### config.mk
export PLATFORM = sky130hd
export DESIGN_NAME = ib_voq
export DESIGN_NICKNAME = d
export VERILOG_FILES = /design/src/rtl/ib_voq.sv
export SDC_FILE = /design/constraint.sdc
export NUM_CORES = 1
export LEC_CHECK = 0
export ABC_AREA = 1
export CORE_UTILIZATION = 53
export CTS_CLUSTER_DIAMETER = 120
export CTS_CLUSTER_SIZE = 30
export DETAILED_ROUTE_END_ITERATION = 7
export GPL_ROUTABILITY_DRIVEN = 0
export GPL_TIMING_DRIVEN = 0
export PLACE_DENSITY = 0.69
export SYNTH_ARGS = -nofsm -noshare
export SYNTH_HDL_FRONTEND = slang
export SYNTH_SLANG_ARGS = --single-unit
### constraint.sdc
create_clock -name clk -period 3.64 [get_ports clk]
set_input_delay 1.092 -clock clk [delete_from_list [all_inputs] [get_ports clk]]
set_output_delay 1.092 -clock clk [all_outputs]
set_load 0.05 [all_outputs]
### src/rtl/ib_voq.sv
// Switch input buffer with one virtual output queue per destination port.
// Granted queues stream a whole packet onto the crossbar as a wormhole.
module ib_voq #(
    parameter int PKTW  = 16,
    parameter int NPORT = 4,
    parameter int DEPTH = 8
) (
    input  logic             clk,
    input  logic             rst,
    input  logic [PKTW-1:0]  pkti,
    output logic             full,
    output logic             we,
    output logic [PKTW-1:0]  pkto,
    output logic [NPORT-1:0] req,
    input  logic [NPORT-1:0] ack,
    output logic             err
);

    localparam int DW = $clog2(NPORT);
    localparam int AW = $clog2(DEPTH);
    localparam logic [AW:0] CNT_MAX = (AW+1)'(DEPTH);
    localparam logic [1:0] FC_IDLE = 2'b00;
    localparam logic [1:0] FC_HEAD = 2'b01;
    localparam logic [1:0] FC_TAIL = 2'b11;

    typedef enum logic {IDLE, SEND} state_t;

    state_t state, state_nx;

    logic [PKTW-1:0] mem [NPORT][DEPTH];
    logic [AW-1:0]   rptr [NPORT];
    logic [AW-1:0]   wptr [NPORT];
    logic [AW:0]     cnt  [NPORT];

    logic [DW-1:0]    cur_dst, sel, tgt, gnt_idx;
    logic             dst_vld, orphan, pop, gnt_any;
    logic [1:0]       fc;
    logic [NPORT-1:0] heads, gnt, wr_q, rd_q;
    logic [PKTW-1:0]  front;

    // Write-side decode: orphans never stall upstream, they are just dropped
    always_comb begin
        fc     = pkti[PKTW-1 -: 2];
        tgt    = (fc == FC_HEAD) ? pkti[PKTW-3 -: DW] : cur_dst;
        orphan = (fc != FC_IDLE) && (fc != FC_HEAD) && !dst_vld;
        full   = (fc != FC_IDLE) && !orphan && (cnt[tgt] == CNT_MAX);
        we     = (fc != FC_IDLE) && !orphan && (cnt[tgt] != CNT_MAX);
    end

    always_ff @(posedge clk) begin
        if (rst) begin
            cur_dst <= '0;
            dst_vld <= 1'b0;
            err     <= 1'b0;
        end else begin
            err <= orphan;
            if (we) begin
                if (fc == FC_HEAD) begin
                    cur_dst <= pkti[PKTW-3 -: DW];
                    dst_vld <= 1'b1;
                end else if (fc == FC_TAIL) begin
                    dst_vld <= 1'b0;
                end
            end
        end
    end

    always_comb begin
        front = mem[sel][rptr[sel]];
        pop   = (state == SEND) && (cnt[sel] != '0);
        for (int i = 0; i < NPORT; i++) begin
            heads[i] = (cnt[i] != '0) &&
                       (mem[i][rptr[i]][PKTW-1 -: 2] == FC_HEAD);
            wr_q[i]  = we && (tgt == DW'(i));
            rd_q[i]  = pop && (sel == DW'(i));
        end
    end

    // Lowest-index request wins among granted ones
    always_comb begin
        gnt     = ack & heads;
        gnt_any = 1'b0;
        gnt_idx = '0;
        for (int i = NPORT - 1; i >= 0; i--) begin
            if (gnt[i]) begin
                gnt_any = 1'b1;
                gnt_idx = DW'(i);
            end
        end
    end

    always_ff @(posedge clk) begin
        if (rst) begin
            for (int i = 0; i < NPORT; i++) begin
                rptr[i] <= '0;
                wptr[i] <= '0;
                cnt[i]  <= '0;
            end
        end else begin
            for (int i = 0; i < NPORT; i++) begin
                if (wr_q[i])
                    wptr[i] <= wptr[i] + AW'(1);
                if (rd_q[i])
                    rptr[i] <= rptr[i] + AW'(1);
                cnt[i] <= cnt[i] + (AW+1)'(wr_q[i]) - (AW+1)'(rd_q[i]);
            end
        end
    end

    always_ff @(posedge clk) begin
        if (we)
            mem[tgt][wptr[tgt]] <= pkti;
    end

    always_ff @(posedge clk) begin
        if (rst)
            state <= IDLE;
        else
            state <= state_nx;
    end

    always_comb begin
        state_nx = state;
        unique case (state)
            IDLE: if (gnt_any) state_nx = SEND;
            SEND: if (pop && front[PKTW-1 -: 2] == FC_TAIL) state_nx = IDLE;
            default: state_nx = IDLE;
        endcase
    end

    always_comb begin
        req = '0;
        unique case (state)
            IDLE: req = heads;
            SEND: req[sel] = 1'b1;
            default: req = '0;
        endcase
    end

    always_ff @(posedge clk) begin
        if (rst) begin
            sel  <= '0;
            pkto <= '0;
        end else begin
            if (state == IDLE && gnt_any)
                sel <= gnt_idx;
            pkto <= pop ? front : '0;
        end
    end

endmodule

==> summary.txt <==
fresh numbers from the pnr run: Final nets=2267, drt first pass iters=6, FF-to-FF End=mem[3][37], fin cells=2821, hold path start=cur_dst[1], most used logic cell in the final layout=edfxtp_1, Flops after synth=577, relative slew slack=0.0330, Chip Area, Yosys=24200 um2, Fillers=3604, layout cell share with drive strength beyond 1=0.0857, RSZ-0062 raised after global routing=yes, Post-Route Skew=0.0424 ns, Critical Path Sink Type=output pin, FP Rows=77, critical path's slowest cell=buf_12, final slew viol count=0, Starting Density=0.542, CP Capture Point=we, crit path time final=3.66 ns, Total Routing Usage GR=0.290, clk_lat worst skew=0.59 ns, DP HPWL=45800 um, worst path bufs/invs=6, number of flops mapped to enable cells by yosys=536, DIE WIDTH=216 um, total power=15100 uW, worst-margin pin slew=1.45 ns, initial antenna violation count=0, slowest stage delay, CP=0.18 ns, H-Tree Depth=1, final worst slack=-0.0176 ns, Lkg Pwr=0.00932 uW, Syn Area/Cell=11.5 um2, Worst-path clk slew=0.11 ns, worst r2r src=cur_dst[0], setup tns final=-0.0176 ns, CP delay by family, top=buffers and inverters, total CTS buffers=23, r2r setup slk=0.64 ns, final-report setup violation count=1, stages on the worst setup path=13, Residual DRC=0, Peak VDD IR=383 uV, Worst EP required=2.55 ns, yosys cell count=2116, Sequential Area=16900 um2, hold slack=0.485 ns, Worst R2R Path Depth=13, first-pass GRT wire length=100000 um, CP Max Fanout=33, Worst EP arrival=2.57 ns, dpl cell area=25800 um2, Final period util=1.00, Setup WS pre-CTS=-2.17 ns, Max Cap Viol=0, cell area after layout=26700 um2, Seq share, synth=0.698, WHS Path Cells=2, Die Footprint=46600 um2, largest net degree at the start of global routing=34, Power Density=566 nW/um2, YS warnings=0, CTS tree=done, ANT nets after route=0, P&R area growth vs syn=10.1%, Inserted Diodes=0, fmax=0.273 GHz, post-synth net total=2170, tool warning count=28, Root Driver=clkbuf_16, logic area=6330 um2, Top Usage Layer GRT=met2, Setup CP Type=primary input to output pin, Crit. Startpoint=pkti[12], most numerous logic cells after layout=edfxtp_1 (536), nor2_1 (378), o21ai_0 (327), Die Height=216 um, io pins=45, CTS max path bufs=3, main flop type=edfxtp_1, status=finished, violations left, cell area after synthesis=24200 um2, CTS Sinks=577, total gr overflow=0, CP Cell Sequence=buf_12, inv_1, nand2_1, nand2_2, nand2_2, inv_1, a22oi_1, nand2_1, nand2_2, nand2_4, buf_8, inv_1, buf_6, hold endpoint=cur_dst[1], final hold viol count=0, post-layout util=0.597, core area=44700 um2, violated checks=setup timing, synth unique cells=34, hold-fix buffers at CTS=0, Initial DRC Count=2469, vias in the first global route=16300, crit start category=primary input
layout make-up:
class	count	share of cell area
buffer	120	0.0214
clock buffer	40	0.0240
clock inverter	1	0.00113
inverter	137	0.0193
multi-input combinational	1281	0.237
sequential	577	0.634
tap	592	0.0278
timing repair buffer	73	0.0350
power by group:
group,internal (uW),switching [uW]
clock,1230,1950
sequential,7400,75.9
combinational,1220,3220
total,9850,5240
layer usage:
| metal | wire, um | vias to the layer above |
|---|---|---|
| li1 | - | 7655 |
| met1 | 26700 | 8391 |
| met2 | 30700 | 1031 |
| met3 | 6970 | 178 |
| met4 | 3500 | 0 |
| met5 | 0 | - |
repair_timing:
| action | CTS | global route |
|---|---|---|
| gates resized | 63 | 11 |
| endpoints found under the hold margin | 0 | 0 |
| gates cloned | 2 | 0 |
| setup buffers | 4 | 1 |
| pin swaps | 2 | 3 |
| endpoints found under the setup margin | 558 | 4 |
cell usage after synthesis (6+ instances only):
cell        n  area [um2]
inv_1     129         484
ha_1       28         350
buf_2      47         235
dfxtp_1    41         821
o21ai_1    21         105
xnor2_1    10        87.6
clkbuf_1   64         240
nand2_1   199         747
edfxtp_1  536       16100
nand3_1    76         380
o22ai_1   129         807
o211ai_1    6        45.0
o21ai_0   327        1640
nand2_2    11        68.8
a21oi_1    28         140
nor2_1    411        1540
flip-flops by register name, indices dropped and copies added, names as in the netlist, named ones only:
name and flops:
state 1, cur_dst 2, pkto 16, sel 2, rptr 12, err 1
mem 512, dst_vld 1, cnt 16, wptr 12
logic make-up after synthesis:
group	count (synthesis)	synth area share
AOI/OAI and AO/OA	520	0.116
xor gates and xnor gates	12	0.00434
adders and majority gates	32	0.0178
buffers and inverters	258	0.0448
DFF	577	0.698
and+or+nand+nor	717	0.119
met1.png
Cells faint in the background.
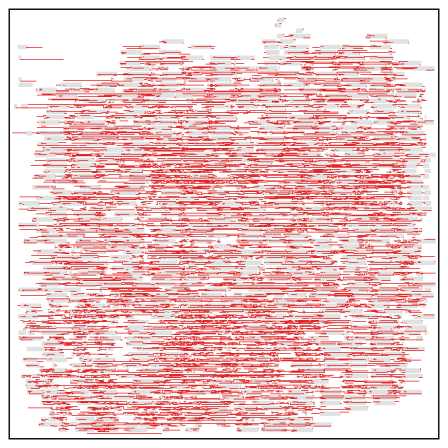
The wires run mostly horizontal. The layer holds 39% of the routed length. The layer carries 26.7 mm of wire. 2139 nets have wire on it. The longest straight run is 55.2 um.
met1 Use GR: 0.405
drt total wl: 67900 um
routed vias: 17300

met2.png
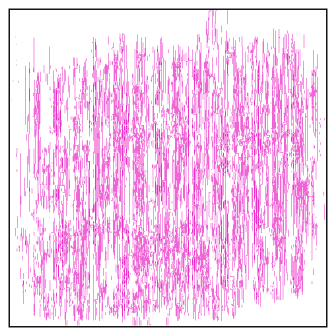
1871 nets have wire on it. The wires run mostly vertical. The layer holds 45% of the routed length.
grt met2 use: 0.451

met3.png
Cells faint in the background.
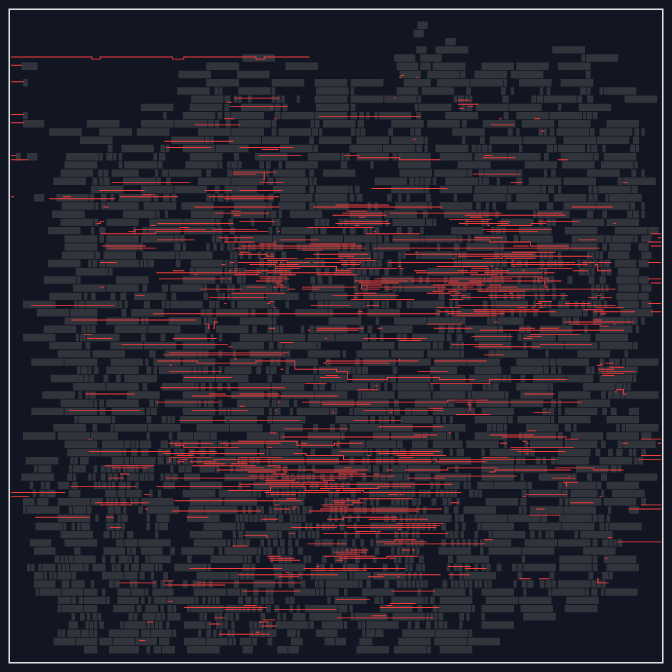
The layer carries 6970 um of wire. 331 nets have wire on it. The layer holds 10% of the routed length. The longest straight run is 94.5 um. The wires run mostly horizontal.
met3 Use GR: 0.0437

met4.png
The bar under the picture is 50 um long. Cells faint in the background.
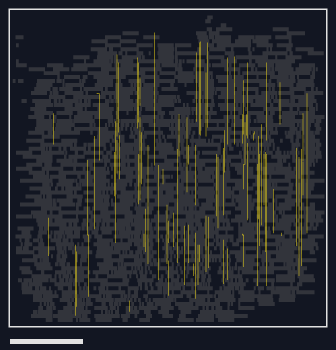
The layer holds 5.2% of the routed length. The longest straight run is 95.2 um.

Power and IR drop assume default switching activity.
